[config.mk]
export PLATFORM = sky130hd
export DESIGN_NAME = mac_ctrl_flat
export DESIGN_NICKNAME = d
export VERILOG_FILES = /design/src/rtl/mac_pkg.sv /design/src/rtl/mac_ctrl_if.sv /design/src/rtl/mac_tap_counter.sv /design/src/rtl/mac_ctrl.sv /design/src/flat_wrapper.sv
export SDC_FILE = /design/constraint.sdc
export NUM_CORES = 1
export LEC_CHECK = 0
export ABC_AREA = 0
export CAP_MARGIN = 20
export CORE_AREA = 5 5 42 44
export CTS_BUF_LIST = sky130_fd_sc_hd__clkbuf_8
export CTS_CLUSTER_SIZE = 10
export DETAILED_ROUTE_END_ITERATION = 6
export DIE_AREA = 0 0 47 49
export PLACE_DENSITY = 0.68
export SLEW_MARGIN = 5
export SYNTH_ARGS = -nofsm -noshare
export SYNTH_HDL_FRONTEND = slang
export SYNTH_SLANG_ARGS = --single-unit
[constraint.sdc]
create_clock -name clk -period 2.5 [get_ports clk]
set_input_delay 0.375 -clock clk [delete_from_list [all_inputs] [get_ports clk]]
set_output_delay 0.375 -clock clk [all_outputs]
set_load 0.05 [all_outputs]
[src/rtl/mac_pkg.sv]
// Shared definitions for the MAC controller: state encoding, default tap count
// and the tap-index width rule.
package mac_pkg;

  localparam int DEFAULT_N_TAPS = 9;

  typedef logic [1:0] state_t;

  localparam state_t ST_IDLE  = 2'd0;
  localparam state_t ST_CLEAR = 2'd1;
  localparam state_t ST_ACCUM = 2'd2;
  localparam state_t ST_VALID = 2'd3;

  // A single-tap configuration still needs a one-bit index.
  function automatic int cnt_width(input int n_taps);
    return (n_taps > 1) ? $clog2(n_taps) : 1;
  endfunction

endpackage

[src/rtl/mac_ctrl_if.sv]
// Control/handshake bundle between the MAC controller and its surroundings.
// in_valid has no back-pressure: a product is consumed in any ACCUM cycle where
// it is high (acc_en mirrors that). out_valid/out_ready: the result transfers
// on a cycle where both are high, and out_valid holds until that cycle.
interface mac_ctrl_if
  import mac_pkg::*;
#(
  parameter int CNT_WIDTH = cnt_width(DEFAULT_N_TAPS)
);
  logic                 start;
  logic                 in_valid;
  logic                 out_ready;
  logic                 sel_acc;
  logic                 acc_en;
  logic [CNT_WIDTH-1:0] tap_idx;
  logic                 busy;
  logic                 out_valid;
  logic                 done;

  modport master (
    input  start, in_valid, out_ready,
    output sel_acc, acc_en, tap_idx, busy, out_valid, done
  );

  modport slave (
    output start, in_valid, out_ready,
    input  sel_acc, acc_en, tap_idx, busy, out_valid, done
  );
endinterface

[src/rtl/mac_tap_counter.sv]
// Tap index counter: cleared at the start of a run, advanced per accepted
// product, and folded back to zero after the last tap.
module mac_tap_counter #(
  parameter int N_TAPS    = 9,
  parameter int CNT_WIDTH = 4
) (
  input  logic                 clk,
  input  logic                 rst_n,
  input  logic                 clear,
  input  logic                 en,
  output logic [CNT_WIDTH-1:0] count,
  output logic                 last
);
  localparam logic [CNT_WIDTH-1:0] LAST_IDX = CNT_WIDTH'(N_TAPS - 1);

  assign last = (count == LAST_IDX);

  always_ff @(posedge clk or negedge rst_n) begin
    if (!rst_n) begin
      count <= '0;
    end else if (clear) begin
      count <= '0;
    end else if (en) begin
      count <= last ? '0 : count + CNT_WIDTH'(1);
    end
  end
endmodule

[src/rtl/mac_ctrl.sv]
// Sequencer for a multiply-accumulate datapath: clears the accumulator, steps
// through N_TAPS products (legal range 1..256), then holds the result until
// the downstream stage takes it.
module mac_ctrl
  import mac_pkg::*;
#(
  parameter int N_TAPS    = DEFAULT_N_TAPS,
  parameter int CNT_WIDTH = cnt_width(N_TAPS)
) (
  input  logic              clk,
  input  logic              rst_n,
  mac_ctrl_if.master        bus,
  output state_t            state_dbg
);
  state_t               state_q;
  state_t               state_d;
  logic                 done_q;
  logic                 tap_clr;
  logic                 tap_en;
  logic                 tap_last;
  logic [CNT_WIDTH-1:0] tap_count;

  assign tap_clr = (state_q == ST_CLEAR);
  assign tap_en  = (state_q == ST_ACCUM) && bus.in_valid;

  mac_tap_counter #(
    .N_TAPS    (N_TAPS),
    .CNT_WIDTH (CNT_WIDTH)
  ) u_tap_counter (
    .clk   (clk),
    .rst_n (rst_n),
    .clear (tap_clr),
    .en    (tap_en),
    .count (tap_count),
    .last  (tap_last)
  );

  // start is only looked at in IDLE and in the handshake cycle, so a start
  // seen anywhere else in a run is dropped rather than remembered.
  always_comb begin
    state_d = state_q;
    case (state_q)
      ST_IDLE:  if (bus.start) state_d = ST_CLEAR;
      ST_CLEAR: state_d = ST_ACCUM;
      ST_ACCUM: if (bus.in_valid && tap_last) state_d = ST_VALID;
      ST_VALID: if (bus.out_ready) state_d = bus.start ? ST_CLEAR : ST_IDLE;
      default:  state_d = ST_IDLE;
    endcase
  end

  always_ff @(posedge clk or negedge rst_n) begin
    if (!rst_n) begin
      state_q <= ST_IDLE;
      done_q  <= 1'b0;
    end else begin
      state_q <= state_d;
      done_q  <= (state_q == ST_VALID) && bus.out_ready;
    end
  end

  // Everything below is decoded from state; acc_en in ACCUM is the one
  // output that follows in_valid within the cycle.
  assign bus.sel_acc   = (state_q == ST_ACCUM) || (state_q == ST_VALID);
  assign bus.acc_en    = (state_q == ST_CLEAR) || tap_en;
  assign bus.tap_idx   = tap_count;
  assign bus.busy      = (state_q != ST_IDLE);
  assign bus.out_valid = (state_q == ST_VALID);
  assign bus.done      = done_q;
  assign state_dbg     = state_q;
endmodule

[src/flat_wrapper.sv]
// flat-port wrapper written by rule: the top's interface ports become plain ports
module mac_ctrl_flat import mac_pkg::*;
#(
  parameter int N_TAPS    = DEFAULT_N_TAPS,
  parameter int CNT_WIDTH = cnt_width(N_TAPS)
)
  (clk, rst_n, state_dbg, bus_start, bus_in_valid, bus_out_ready, bus_sel_acc, bus_acc_en, bus_tap_idx, bus_busy, bus_out_valid, bus_done);
  mac_ctrl_if #(.CNT_WIDTH(CNT_WIDTH)) bus_i ();
  input  logic clk;
  input  logic rst_n;
  output state_t state_dbg;
  input wire logic [$bits(bus_i.start)-1:0] bus_start;
  input wire logic [$bits(bus_i.in_valid)-1:0] bus_in_valid;
  input wire logic [$bits(bus_i.out_ready)-1:0] bus_out_ready;
  output wire logic [$bits(bus_i.sel_acc)-1:0] bus_sel_acc;
  output wire logic [$bits(bus_i.acc_en)-1:0] bus_acc_en;
  output wire logic [$bits(bus_i.tap_idx)-1:0] bus_tap_idx;
  output wire logic [$bits(bus_i.busy)-1:0] bus_busy;
  output wire logic [$bits(bus_i.out_valid)-1:0] bus_out_valid;
  output wire logic [$bits(bus_i.done)-1:0] bus_done;
  assign bus_i.start = bus_start;
  assign bus_i.in_valid = bus_in_valid;
  assign bus_i.out_ready = bus_out_ready;
  assign bus_sel_acc = bus_i.sel_acc;
  assign bus_acc_en = bus_i.acc_en;
  assign bus_tap_idx = bus_i.tap_idx;
  assign bus_busy = bus_i.busy;
  assign bus_out_valid = bus_i.out_valid;
  assign bus_done = bus_i.done;
  mac_ctrl #(.N_TAPS(N_TAPS), .CNT_WIDTH(CNT_WIDTH)) u_core (.clk(clk), .rst_n(rst_n), .bus(bus_i), .state_dbg(state_dbg));
endmodule
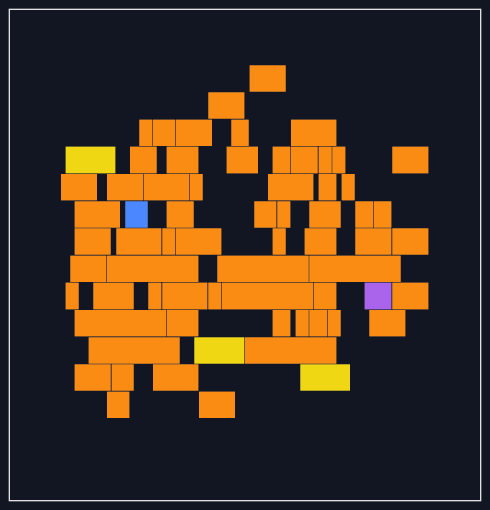
*Cells by drive strength*
Scale: 10 px per um.
legend:
  yellow:
    size: x6 and larger
    cells: 3
    share: 4.4%
    most_used: clkbuf_8
  blue:
    size: x2
    cells: 1
    share: 1.5%
    most_used: or2_2
  orange:
    size: x1 and smaller
    cells: 63
    share: 93%
    most_used: clkdlybuf4s50_1
  purple:
    size: x3 and x4
    cells: 1
    share: 1.5%
    most_used: buf_4
Final Cell Area: 683 sq um
Layout Area Growth over Synthesis: 46.0%
Signal buffers: 15
post-route setup slack: 0.287 ns

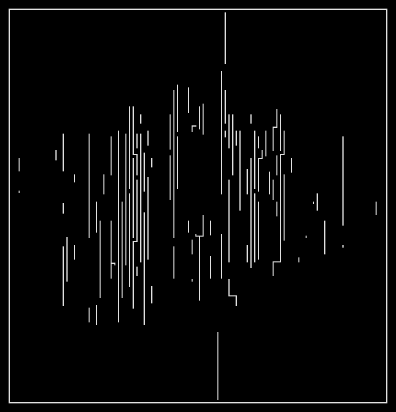
*Met2 routing*
Scale: 8 px per um.
wire length on this layer: 504 um
longest straight run: 23.8 um
main direction: vertical
nets with wire on the layer: 67
share of all routed wire: 47%
met2 usage: 15.6%
total wire length: 1070 um
Via Count: 424

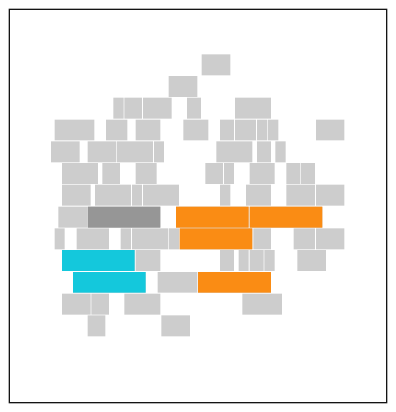
*Sequential cells grouped by signal name*
Scale: 8 px per um. Other sequential cells in the stronger grey, the rest of the logic in the fainter grey.
legend:
  cyan:
    netlist_name: u_core.state_dbg
    placed_flops: 2
  orange:
    netlist_name: u_core.u_tap_counter.count
    placed_flops: 4
    where: centre
Reg area: 175 sq um
Flop+latch power: 0.193 mW
Final Util: 48.8%
flop share of the area: 25.6%

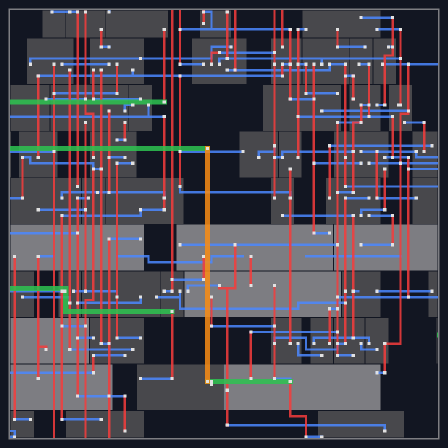
*A small window of the routed layout*
Region (11, 12) to (36, 37) um. Cells in grey, sequential cells in the stronger grey; small squares are vias.
legend:
  orange:
    layer: M4
  blue:
    layer: M1
  red:
    layer: M2
  green:
    layer: M3
cells with their middle in the window: 49
most frequent: ha_1 (7), dfrtp_1 (7), inv_1 (6)
netlist names of flops here include: u_core.u_tap_counter.count (4), u_core.state_dbg (2)
sequential cells in the window: 7

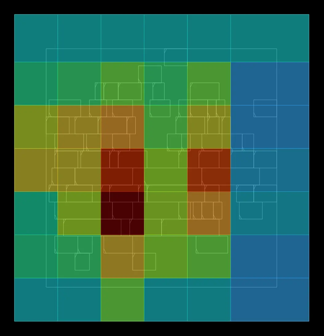
*Routing congestion*
WL per Instance: 12.8 um
Most Crowded Layer GR: met2
met1 GRT Util: 11.3%
M3 GR Usage: 7.75%

==> flow_metrics.tcl <==
# implementation run metrics
set metrics [dict create \
    gp_congestion 0.731 \
    combGateArea_sq_um 270 \
    grt_pass1_vias 417 \
    lay_top_count "clkdlybuf4s50_1" \
    pwr-share-clk_pct 15.4 \
    maxPowerGroup "combinational cells" \
    setup.worst_path.end_class "output port" \
    ff2ff_path_depth 5 \
    p_total_mw 0.999 \
    final_cells 84 \
    top_layer_used "met4" \
    nNetsFinal 81 \
    htreeDepth 1 \
    hpwl_um 857 \
    criticalPathCategory "register to output port" \
    n_tap_cell 16 \
    via_per_inst 5.05 \
    hp-class "input pin to asynchronous set/reset pin" \
    dpl_worst_slack_ns 0.323 \
    yosysTopAreaCell "dfrtp_1" \
    path_common_cell "inv_1" \
    drc 0 \
    ir_drop_uv 744 \
    edf_count 0 \
    top_cells_by_count "dfrtp_1, ha_1, inv_1, nand2_1" \
    grt_start_max_net_pins 9 \
    top_area_cell_class "logic gates" \
    outcome "completed" \
    p_int_mw 0.482 \
    drt.antenna.violating_nets 0 \
    comb_share_pct 39.6 \
    p_sw_mw 0.516 \
    synth_simple_gate_area_share_pct 19.5 \
    rows 14 \
]
No activity file was given, so power comes from the tool's default toggle rates.
